==> src/rtl/pwm_capture.sv <==
// PWM duty/period capture: synchronizes pwm_in, measures high time and period between rising
// edges, and computes duty = floor(high*256/period) with an 8-step restoring divider.
module pwm_capture #(
    parameter int unsigned CNT_WIDTH = 16,
    parameter int unsigned TIMEOUT   = 65535
) (
    input  logic                 clk,
    input  logic                 rst,
    input  logic                 enable,
    input  logic                 pwm_in,
    output logic [7:0]           duty_cycle,
    output logic [CNT_WIDTH-1:0] high_cycles,
    output logic [CNT_WIDTH-1:0] period_cycles,
    output logic                 valid,
    output logic                 stuck
);

    localparam logic [CNT_WIDTH-1:0] TimeoutVal = CNT_WIDTH'(TIMEOUT);
    localparam logic [CNT_WIDTH-1:0] CntOne     = CNT_WIDTH'(1);

    typedef enum logic [1:0] {StIdle, StWaitEdge, StMeasure} state_e;

    state_e               state_q;
    logic                 sync1_q;
    logic                 level_q;
    logic                 level_prev_q;
    logic [CNT_WIDTH-1:0] per_cnt_q;
    logic [CNT_WIDTH-1:0] high_cnt_q;

    logic                 div_busy_q;
    logic [2:0]           div_iter_q;
    logic [CNT_WIDTH-1:0] div_rem_q;
    logic [7:0]           div_quo_q;
    logic [CNT_WIDTH-1:0] div_per_q;
    logic [CNT_WIDTH-1:0] div_high_q;

    logic                 rise;
    logic                 timeout_hit;
    logic                 div_done;
    logic [CNT_WIDTH:0]   rem_shift;
    logic                 rem_ge;
    logic [CNT_WIDTH-1:0] rem_next;
    logic [7:0]           quo_next;

    always_comb begin
        rise        = level_q & ~level_prev_q;
        // Once stuck, the counter parks at TIMEOUT and no further timeout pulse is issued.
        timeout_hit = (per_cnt_q == TimeoutVal) && !stuck;
        div_done    = div_busy_q && (div_iter_q == 3'd7);
        rem_shift   = {div_rem_q, 1'b0};
        rem_ge      = rem_shift >= {1'b0, div_per_q};
        rem_next    = rem_shift[CNT_WIDTH-1:0];
        if (rem_ge) begin
            rem_next = CNT_WIDTH'(rem_shift - {1'b0, div_per_q});
        end
        quo_next    = {div_quo_q[6:0], rem_ge};
    end

    always_ff @(posedge clk) begin
        if (rst) begin
            state_q       <= StIdle;
            sync1_q       <= 1'b0;
            level_q       <= 1'b0;
            level_prev_q  <= 1'b0;
            per_cnt_q     <= '0;
            high_cnt_q    <= '0;
            div_busy_q    <= 1'b0;
            div_iter_q    <= '0;
            div_rem_q     <= '0;
            div_quo_q     <= '0;
            div_per_q     <= '0;
            div_high_q    <= '0;
            duty_cycle    <= '0;
            high_cycles   <= '0;
            period_cycles <= '0;
            valid         <= 1'b0;
            stuck         <= 1'b0;
        end else begin
            sync1_q      <= pwm_in;
            level_q      <= sync1_q;
            level_prev_q <= level_q;
            valid        <= 1'b0;

            if (!enable) begin
                state_q    <= StIdle;
                per_cnt_q  <= '0;
                high_cnt_q <= '0;
                div_busy_q <= 1'b0;
            end else begin
                if (div_busy_q) begin
                    div_rem_q  <= rem_next;
                    div_quo_q  <= quo_next;
                    div_iter_q <= div_iter_q + 3'd1;
                    if (div_done) begin
                        duty_cycle    <= quo_next;
                        high_cycles   <= div_high_q;
                        period_cycles <= div_per_q;
                        valid         <= 1'b1;
                        stuck         <= 1'b0;
                        div_busy_q    <= 1'b0;
                    end
                end

                unique case (state_q)
                    StIdle: begin
                        state_q <= StWaitEdge;
                    end
                    StWaitEdge, StMeasure: begin
                        if (rise) begin
                            state_q    <= StMeasure;
                            per_cnt_q  <= CntOne;
                            high_cnt_q <= CntOne;
                            // The first edge after WAIT_EDGE only arms the counters.
                            if (state_q == StMeasure && !div_busy_q) begin
                                div_per_q  <= per_cnt_q;
                                div_high_q <= high_cnt_q;
                                div_rem_q  <= high_cnt_q;
                                div_quo_q  <= '0;
                                div_iter_q <= '0;
                                div_busy_q <= 1'b1;
                            end
                        end else if (timeout_hit && !div_done) begin
                            state_q       <= StWaitEdge;
                            high_cnt_q    <= '0;
                            duty_cycle    <= level_q ? 8'hFF : 8'h00;
                            high_cycles   <= '0;
                            period_cycles <= '0;
                            valid         <= 1'b1;
                            stuck         <= 1'b1;
                        end else if (per_cnt_q != TimeoutVal) begin
                            per_cnt_q <= per_cnt_q + CntOne;
                            if (state_q == StMeasure && level_q) begin
                                high_cnt_q <= high_cnt_q + CntOne;
                            end
                        end
                    end
                    default: begin
                        state_q <= StIdle;
                    end
                endcase
            end
        end
    end

endmodule

==> config.mk <==
export PLATFORM = sky130hd
export DESIGN_NAME = pwm_capture
export DESIGN_NICKNAME = d
export VERILOG_FILES = /design/src/rtl/pwm_capture.sv
export SDC_FILE = /design/constraint.sdc
export NUM_CORES = 1
export LEC_CHECK = 0
export CORE_ASPECT_RATIO = 1.2
export CORE_MARGIN = 2
export CORE_UTILIZATION = 48
export DETAILED_ROUTE_END_ITERATION = 12
export PLACE_DENSITY = 0.67
export SYNTH_ARGS = -nofsm -noshare
export SYNTH_HDL_FRONTEND = slang
export SYNTH_SLANG_ARGS = --single-unit
==> constraint.sdc <==
create_clock -name clk -period 3.1 [get_ports clk]
set_clock_uncertainty 0.15 [all_clocks]
set_input_delay 0.62 -clock clk [delete_from_list [all_inputs] [get_ports clk]]
set_output_delay 0.62 -clock clk [all_outputs]
set_load 0.03 [all_outputs]
**Run 1: ports around the boundary**

Scale: 4 px per um. Pins as bars across the die edge, other pins in grey.
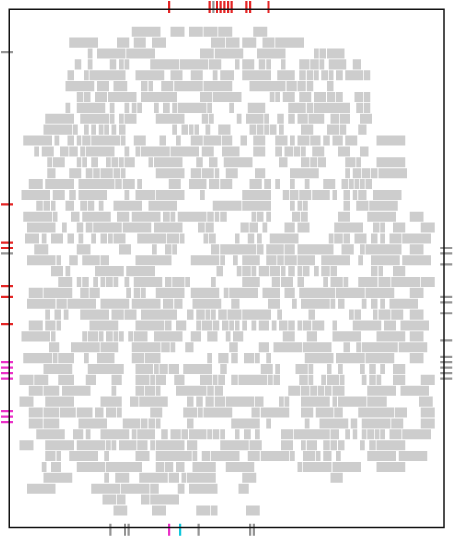
| colour | port | pins | direction | edge |
|---|---|---|---|---|
| cyan | enable | 1 | input | bottom |
| magenta | duty_cycle | 8 | output | 7 left, 1 bottom |
| red | period_cycles | 16 | output | 10 top, 6 left |
all pins by edge: 15 left, 12 right, 11 top, 8 bottom
die height: 129.2 um
I/O Buffers: 45

**Run 1: cell classes on the final placement**

Scale: 3 px per um.
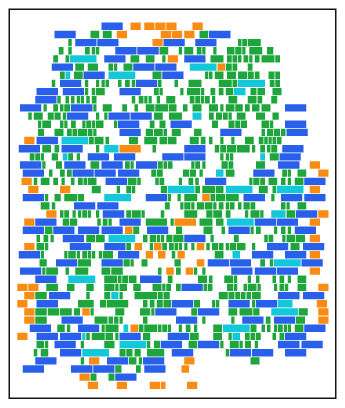
| colour | class | cells | share of their area |
|---|---|---|---|
| orange | remaining buffers and delay cells | 62 | 8.3% |
| cyan | clock drivers and dummy loads | 31 | 7.5% |
| blue | registers | 138 | 38% |
| green | remaining logic cells | 553 | 46% |
Seq/total area: 37.12%
# rows: 45
Core Footprint: 12720 um^2
final design utilization: 58.49%

==> results.toml, run 1 <==
# yosys + openroad results
[floorplanning]
taps = 164
ios = 46
chip_area_um2 = 14000
die_x_um = 108.3
fp_util_pct = 49.27

[cells_and_area]
logic_gates = 525
final_cell_mix = "dfxtp_1, nand2_1, a21oi_1, nor2_1, clkdlybuf4s50_1"
buffer_area_share_pct = 8.036
layout.nets = 800
nClkBuffers = 21
comb_area_um2 = 3231
inv_count = 28
seq_cells = 138
fillers = 1173
layout-drive-gt1-share_pct = 8.291
sh_comb_area_pct = 43.41
layout_top_cell = "dfxtp_1"
non_clock_buffer_count = 62
regArea_um2 = 2763
largest_cell_class = "logic gates"
num_antenna_cells = 0
clock_area_share_pct = 7.263

[final_timing]
slew_viol_final = 0
worst_pin_slew_ns = 0.7475
rsz0062_at_grt = "false"
maxSlewHeadroom_pct = 50.09
tns_ns = 0
hold_viol = 0
fmax_ghz = 0.3375
setup_violations = 0
worst_slack_ns = 0.1367
post-route-period-util_pct = 95.59
hold_ws_ns = 0.2928

[route]
via_count = 5492
dr_wl_met2_um = 7900
wl_per_cell_um = 17.20
drt_iter0_drc = 354
drc = 0
top_layer = "met4"
dr.pass1.iters = 5
dr_wl_met3_um = 774
routed_wl_um = 16300
viasPerCell = 5.793
wl_met1_um = 7191

[setup_path]
r2r_end = "high_cycles[10]$_SDFFE_PP0P_"
reg2reg_slack_ns = 0.14
crit_chain = "nand3_2 > or4_1 > or4_4 > nor2_8 > o21a_4 > nor2_2 > buf_4 > a22o_1"
critPathBufInv = 1
cp_num_cells = 8
cp.arrival_ns = 3.12
cp-start-kind = "flip-flop"
cp_slowest_cell = "or4_1"
reg2regPathDepth = 8
crit_path_max_fanout = 32
worstSetupEndpointType = "flip-flop"
path_class = "flip-flop to flip-flop"
crit_path_end = "high_cycles[10]$_SDFFE_PP0P_"
r2r_start = "per_cnt_q[6]$_SDFFE_PP0P_"
crit_start = "per_cnt_q[6]$_SDFFE_PP0P_"

[clock_tree]
cts-root-buf = "clkbuf_16"
clk_pin_slew_ns = 0.06
cts_buffer_depth = 2
post_cts_buffers = 0
htreeDepth = 4
cts_tree = "built"
clock_latency_ns = 0.42
clock-sinks = 138
cts_hold_buf = 0

[logic_synthesis]
ys.flop_type = "dfxtp_1"
ys_cells = 731
synthesis.area_um2 = 6270
avgSynthCellArea_um2 = 8.577
edf_count = 0
yosys_warnings = 0
synth_cell_type_count = 59
ys_area_um2 = 6270
syn-instance-count = 731
syn_nets = 759
ys_ff = 138
synth-async-reset-ratio_pct = 0

[power]
switching_share_pct = 22.27
peakVddDrop_v = 0.0003880
total_power_w = 0.003701
p_clk_share_pct = 49.8
p_seq_share_pct = 48.1
power.internal_w = 0.002877
p_leak_nw = 2.657
powerDensity_nw_per_um2 = 497.4
p_switching_w = 0.0008242

[global_routing]
grt_use_met1_pct = 31.14
grt-ovfl-total = 0
grt_first_pass_wirelength_um = 26580
use_met2_pct = 40.18
grt_use_met3_pct = 5.382
globalRoute.busiestLayer = "met2"
grt_max_degree = 54
grt_antenna_before_repair = 0
grt_pass1_vias = 5188

[hold_path]
holdPathEnd = "level_q$_SDFF_PP0_"
hold_start = "sync1_q$_SDFF_PP0_"
whs_path_depth = 1
min_path_type = "flip-flop to flip-flop"

[placed_design]
dp_cells = 917
hpwl_um = 11530
dp_slack_ns = 0.1644
gp_congestion = 0.9132

[status]
status = "complete, no violations"

[flow_run]
drv_cap = 0
warnings = 29
**Run 1: gate-type map**

Scale: 2 px per um.
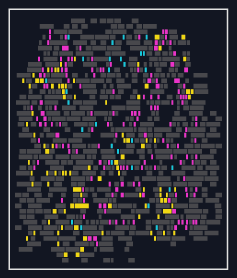
| colour | family | cells |
|---|---|---|
| magenta | nand cells | 153 |
| yellow | nor cells | 92 |
| cyan | inv cells | 28 |

[run 1: cell usage after synthesis (all sizes together), types with 2 or more instances]
cell type / n / area (um^2)
nand2b: 4 / 25.02
nand2: 122 / 457.9
and3: 8 / 50.05
nand3: 20 / 105.1
nor2b: 11 / 68.82
clkbuf: 32 / 120.1
o21a: 4 / 37.53
a21oi: 69 / 345.3
xnor2: 24 / 210.2
xor2: 10 / 87.58
o31a: 2 / 17.52
o21bai: 2 / 15.01
or3: 6 / 37.54
inv: 27 / 101.4
nor3: 13 / 65.06
buf: 8 / 53.79
a22o: 33 / 289.0
a2111oi: 4 / 36.29
o31ai: 2 / 15.01
nor4: 7 / 56.30
a211oi: 3 / 22.52
nand4: 6 / 37.54
a211o: 2 / 17.52
nor2: 59 / 240.2
a22oi: 11 / 82.58
and2: 5 / 31.28
nor3b: 2 / 15.01
o221ai: 10 / 87.58
o221a: 7 / 78.83
a21o: 6 / 45.04
o21ai: 18 / 90.08
dfxtp: 138 / 2763
ha: 23 / 287.8
a31oi: 17 / 121.4
or4: 2 / 18.77
o211ai: 2 / 15.01
[run 1: logic make-up (layout without fill, tap and decap cells)]
family                     after synthesis  count (layout)  synth area share, %
and+or+nand+nor                        267             267                19.56
AOI/OAI and AO/OA                      200             200                22.27
DFF                                    138             138                44.06
buffers and inverters                   68             121                4.450
xor gates and xnor gates                34              34                4.749
adders and majority gates               24              24                4.909
[run 1: power by group through the flow]
stage	logic, W	clock network, W	registers [W]
CTS	0.0000785	0.00187	0.00178
finish	0.0000783	0.00184	0.00178
global placement	0.0000762	0	0.00182
detailed placement	0.0000782	0	0.00182
floorplan	0.0000534	0	0.00182
global route	0.0000850	0.00195	0.00178
==> inputs of run 2 (changes only) <==
- HOLD_SLACK_MARGIN: not set -> 0.05
**Run 2: gate-type map**

Scale: 2 px per um.
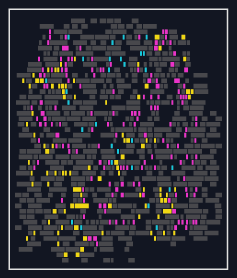
| colour | family | cells |
|---|---|---|
| yellow | nor cells | 92 |
| magenta | nand cells | 153 |
| cyan | inv cells | 28 |

**Run 2: ports around the boundary**

Scale: 4 px per um. Pins as bars across the die edge, other pins in grey.
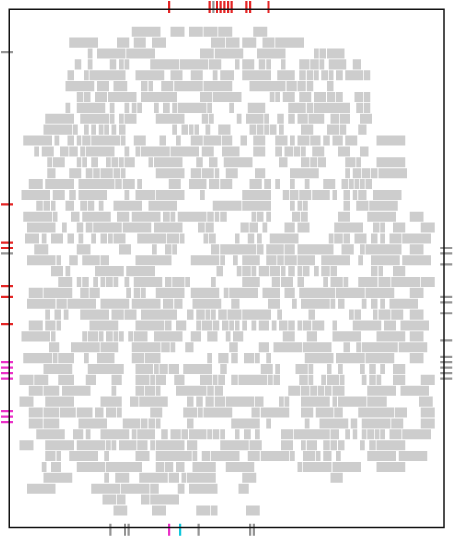
| colour | port | pins | direction | edge |
|---|---|---|---|---|
| red | period_cycles | 16 | output | 10 top, 6 left |
| magenta | duty_cycle | 8 | output | 7 left, 1 bottom |
| cyan | enable | 1 | input | bottom |
Die Wd: 108.3 um

==> results.toml, run 2 <==
# yosys + openroad results
[setup_path]
r2r_end = "high_cycles[10]$_SDFFE_PP0P_"
reg2regPathDepth = 8
crit_chain = "nand3_2 > or4_1 > or4_4 > nor2_8 > o21a_4 > nor2_2 > buf_4 > a22o_1"
cp-start-kind = "flip-flop"
reg2reg_slack_ns = 0.14
crit_start = "per_cnt_q[6]$_SDFFE_PP0P_"
cp_slowest_cell = "or4_1"
crit_path_max_fanout = 32

[logic_synthesis]
edf_count = 0
area_leaders = "dfxtp_1, nand2_1, a21oi_1"
yosysMostFrequentCell = "dfxtp_1"
synth-async-reset-ratio_pct = 0
synthesis.area_um2 = 6270
yosys_warnings = 0
ys_ff = 138
largest_area_cell = "dfxtp_1"
top_cell_area_share_pct = 44.06
synth_cell_type_count = 59
ys.flop_type = "dfxtp_1"
ys_area_um2 = 6270
ys_cells = 731
syn-instance-count = 731

[global_routing]
grt_first_pass_wirelength_um = 26580
grt_max_degree = 54
grt_use_met1_pct = 31.14
use_met2_pct = 40.18
globalRoute.busiestLayer = "met2"
grt_antenna_before_repair = 0
grt_pass1_vias = 5188
grt_use_met3_pct = 5.382
grt-ovfl-total = 0

[clock_tree]
clk_pin_slew_ns = 0.06
htreeDepth = 4
clock-sinks = 138
cts_tree = "built"
cts_hold_buf = 0
post_cts_buffers = 0
cts-root-buf = "clkbuf_16"
clock_latency_ns = 0.42
cts_buffer_depth = 2

[floorplanning]
chip_area_um2 = 14000
core_um2 = 12720
num_rows = 45
fp_util_pct = 49.27
ios = 46

[final_timing]
worst_slack_ns = 0.1367
tns_ns = 0
slew_viol_final = 0
setup_violations = 0
hold_ws_ns = 0.2928
fmax_ghz = 0.3375
post-route-period-util_pct = 95.59
worst_pin_slew_ns = 0.7475

[hold_path]
whs_path_depth = 1
holdPathEnd = "level_q$_SDFF_PP0_"
min_path_type = "flip-flop to flip-flop"
hold_start = "sync1_q$_SDFF_PP0_"

[cells_and_area]
num_antenna_cells = 0
final_cell_mix = "dfxtp_1, nand2_1, a21oi_1, nor2_1, clkdlybuf4s50_1"
final_core_util_pct = 58.49
layout_top_cell = "dfxtp_1"
layout.nets = 800

[power]
peakVddDrop_v = 0.0003880
p_leak_nw = 2.657

[status]
status = "complete, no violations"

[placed_design]
dp_slack_ns = 0.1644
hpwl_um = 11530
port_buffers = 45
gp_congestion = 0.9132

[route]
wl_per_cell_um = 17.20
dr_wl_met2_um = 7900
wl_met1_um = 7191
top_layer = "met4"
via_count = 5492
dr.pass1.iters = 5
viasPerCell = 5.793
routed_wl_um = 16300
dr_wl_met3_um = 774

[flow_run]
drv_cap = 0
-- run 2: cells by family (layout without fill, tap and decap cells) --
| family | Yosys count | after routing | synth area share (%) |
|---|---|---|---|
| AOI/OAI and AO/OA | 200 | 200 | 22.27 |
| adders and majority gates | 24 | 24 | 4.909 |
| xor gates and xnor gates | 34 | 34 | 4.749 |
| buffers and inverters | 68 | 121 | 4.450 |
| DFF | 138 | 138 | 44.06 |
| and+or+nand+nor | 267 | 267 | 19.56 |
-- run 2: final cells by class --
cell class	count	area [um^2]
clock buffer	21	470.5
sequential	138	2763
inverter	28	105.1
clock inverter	10	70.07
fill	1173	5283
tap	164	205.2
multi-input combinational	525	3231
timing repair buffer	62	598.1
-- run 2: worst reg2reg max path: stages, from the launching register on --
cell	delay, ns
dfxtp_1	0.42
nand3_2	0.13
or4_1	0.65
or4_4	0.62
nor2_8	0.15
o21a_4	0.19
nor2_2	0.04
buf_4	0.27
a22o_1	0.23
-- run 2: how the worst max path moves through the flow --
| stage | to | cells after the start | slack (ns) |
|---|---|---|---|
| 2_1_floorplan | high_cycles[0]$_SDFFE_PP0P_ | 9 | 0.53 |
| 3_3_place_gp | period_cycles[12]$_SDFFE_PP0P_ | 8 | 0.25 |
| 3_5_place_dp | high_cycles[10]$_SDFFE_PP0P_ | 8 | 0.16 |
| 4_1_cts | high_cycles[10]$_SDFFE_PP0P_ | 8 | 0.14 |
| 5_1_grt | high_cycles[10]$_SDFFE_PP0P_ | 8 | 0.009 |
| 6_report | high_cycles[10]$_SDFFE_PP0P_ | 8 | 0.14 |
-- run 2: report_power, final --
part           switching [W]  internal (W)   total, W  leakage [nW]
clock               0.000763       0.00108    0.00184         0.259
sequential        0.00000363       0.00178    0.00178          1.11
combinational      0.0000576     0.0000207  0.0000783          1.29
**Run 2: routing congestion**

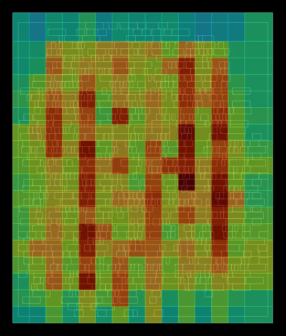

==> inputs of run 3 (changes only) <==
- SETUP_SLACK_MARGIN: not set -> 0.4
**Run 3: routing congestion**

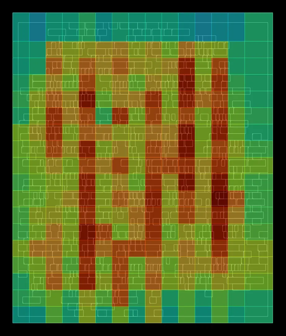
final design utilization: 60.53%
Wirelength per Cell: 17.97 um
met3 Track Usage GR: 5.382%
All-Layer GR Usage: 24.46%
met2 usage in global routing: 40.03%

**Run 3: gate-type map**

Scale: 2 px per um.
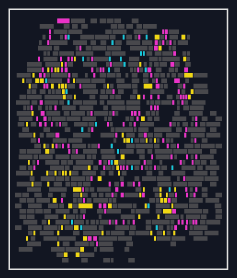
| colour | family | cells |
|---|---|---|
| yellow | nor cells | 92 |
| cyan | inv cells | 28 |
| magenta | nand cells | 153 |

==> results.toml, run 3 <==
# yosys + openroad results
[status]
status = "complete, no violations"

[setup_path]
crit_path_max_fanout = 8
crit_chain = "nand3_4 > or4_4 > or4_4 > nor2_8 > o21a_4 > nor2_2 > clkbuf_16 > a22o_1"
reg2regPathDepth = 8
cp.arrival_ns = 2.90
crit_start = "per_cnt_q[7]$_SDFFE_PP0P_"
cp_slowest_cell = "or4_4"
worstSetupEndpointType = "flip-flop"
reg2reg_slack_ns = 0.37
r2r_start = "per_cnt_q[7]$_SDFFE_PP0P_"
path_class = "flip-flop to flip-flop"
critical-path-max-stage-delay_ns = 0.59
cp-start-kind = "flip-flop"
crit_top_cell = "or4_4"
critPathRequiredTime_ns = 3.26

[floorplanning]
chip_area_um2 = 14000
num_rows = 45
ios = 46
core_um2 = 12720
die_x_um = 108.3
fp_util_pct = 49.27
fp.dieH_um = 129.2

[cells_and_area]
layout-drive-gt1-share_pct = 13.13
layout_top_cell = "dfxtp_1"
final_cell_mix = "dfxtp_1, nand2_1, a21oi_1, nor2_1, clkdlybuf4s50_1"
fin_area_um2 = 7702
area_growth_pct = 22.85
layout.cells.non_filler = 964
num_antenna_cells = 0
layout.nets = 816

[global_routing]
grt_pass1_vias = 5235
grt-ovfl-total = 0
grt_first_pass_wirelength_um = 26720
grt_antenna_before_repair = 0
grt_max_degree = 54

[logic_synthesis]
top_cell_area_share_pct = 44.06
postSynthSeqShare_pct = 44.06
ys.flop_type = "dfxtp_1"
largest_area_cell = "dfxtp_1"
area_leaders = "dfxtp_1, nand2_1, a21oi_1"
ys_ff = 138
syn_nets = 759
common_cells = "dfxtp_1, nand2_1, a21oi_1, nor2_1, a22o_1"
synth_cell_type_count = 59
yosys_warnings = 0
synthesis.area_um2 = 6270
syn-instance-count = 731
ys_area_um2 = 6270
ys_cells = 731
avgSynthCellArea_um2 = 8.577
edf_count = 0
yosysMostFrequentCell = "dfxtp_1"
synth-async-reset-ratio_pct = 0

[flow_run]
warnings = 31
drv_cap = 0

[placed_design]
dp_slack_ns = 0.1644
port_buffers = 45
gp_congestion = 0.9132
hpwl_um = 11530
dp_cells = 917
place_area_um2 = 6902

[clock_tree]
cts_tree = "built"
cts_buffer_depth = 2
clk_pin_slew_ns = 0.06
cts-root-buf = "clkbuf_16"
clock-sinks = 138
cts_inserted_buffers = 17
htreeDepth = 4
clock_latency_ns = 0.42

[route]
via_count = 5673
detail-route-antenna-nets = 0
dr.pass1.iters = 5
routed_wl_um = 17330
viasPerCell = 5.885
drt_iter0_drc = 429
drc = 0

[final_timing]
maxSlewHeadroom_pct = 60.03
rsz0062_at_grt = "true"
worst_slack_ns = 0.3668
fmax_ghz = 0.3659
hold_viol = 0
finalCriticalPeriod_ns = 2.733
post-route-period-util_pct = 88.17
worst_pin_slew_ns = 0.5967
tns_ns = 0
hold_ws_ns = 0.2931
setup_violations = 0
slew_viol_final = 0

[power]
total_power_w = 0.003718
powerDensity_nw_per_um2 = 482.7
p_leak_nw = 2.757
peakVddDrop_v = 0.0003893

[hold_path]
hold_start = "sync1_q$_SDFF_PP0_"
whs_path_depth = 1
min_path_type = "flip-flop to flip-flop"
-- run 3: cell counts after synthesis --
No cell type changed its count.
-- run 3: worst paths after layout --
path | to
worst max register to register | high_cycles[1]$_SDFFE_PP0P_
worst max-delay path | high_cycles[1]$_SDFFE_PP0P_
worst min register to register | level_q$_SDFF_PP0_
worst min-delay path | level_q$_SDFF_PP0_
-- run 3: cells by family after synthesis --
| group | count (synthesis) | synth area share, % |
|---|---|---|
| fa+ha+maj | 24 | 4.909 |
| compound gates | 200 | 22.27 |
| xor+xnor | 34 | 4.749 |
| buf+inv | 68 | 4.450 |
| simple gates | 267 | 19.56 |
| flops | 138 | 44.06 |
-- run 3: power by group --
part	total [W]	leakage [nW]	internal, W	switching, W
sequential	0.00178	1.12	0.00178	0.00000355
combinational	0.0000952	1.38	0.0000299	0.0000653
clock	0.00184	0.259	0.00108	0.000763
-- run 3: repair_timing --
item                       in CTS  in global routing
buffers inserted                4                  9
gates cloned                    0                  3
resized                        15                 19
pin swaps                       5                  9
hold buffers                    0                  0
setup endpoints to repair      59                 68
-- run 3: layer usage --
layer	share of wire [%]	routed length, um	vias to the layer above	GRT usage [%]
met5	0	0	-	0
met4	2.7	463	0	10.11
met3	5.3	923	39	5.382
met2	49	8465	197	40.03
met1	43	7474	2730	31.29
li1	-	-	2707	-
-- run 3: worst max-delay path, delay by kind of cell (launching register included) --
kind	cells	cell delay [ns]
simple gates	5	1.52
flops	1	0.38
compound gates	2	0.32
buf+inv	1	0.24
-- run 3: final cells by class --
type,instances,area (um^2)
clock inverters,10,70.07
well taps,164,205.2
flip-flops and latches,138,2774
fillers,1141,5022
clock buffers,21,470.5
multi-input cells,525,3308
repair buffers,78,769.5
inverters,28,105.1
Power and IR drop assume default switching activity.
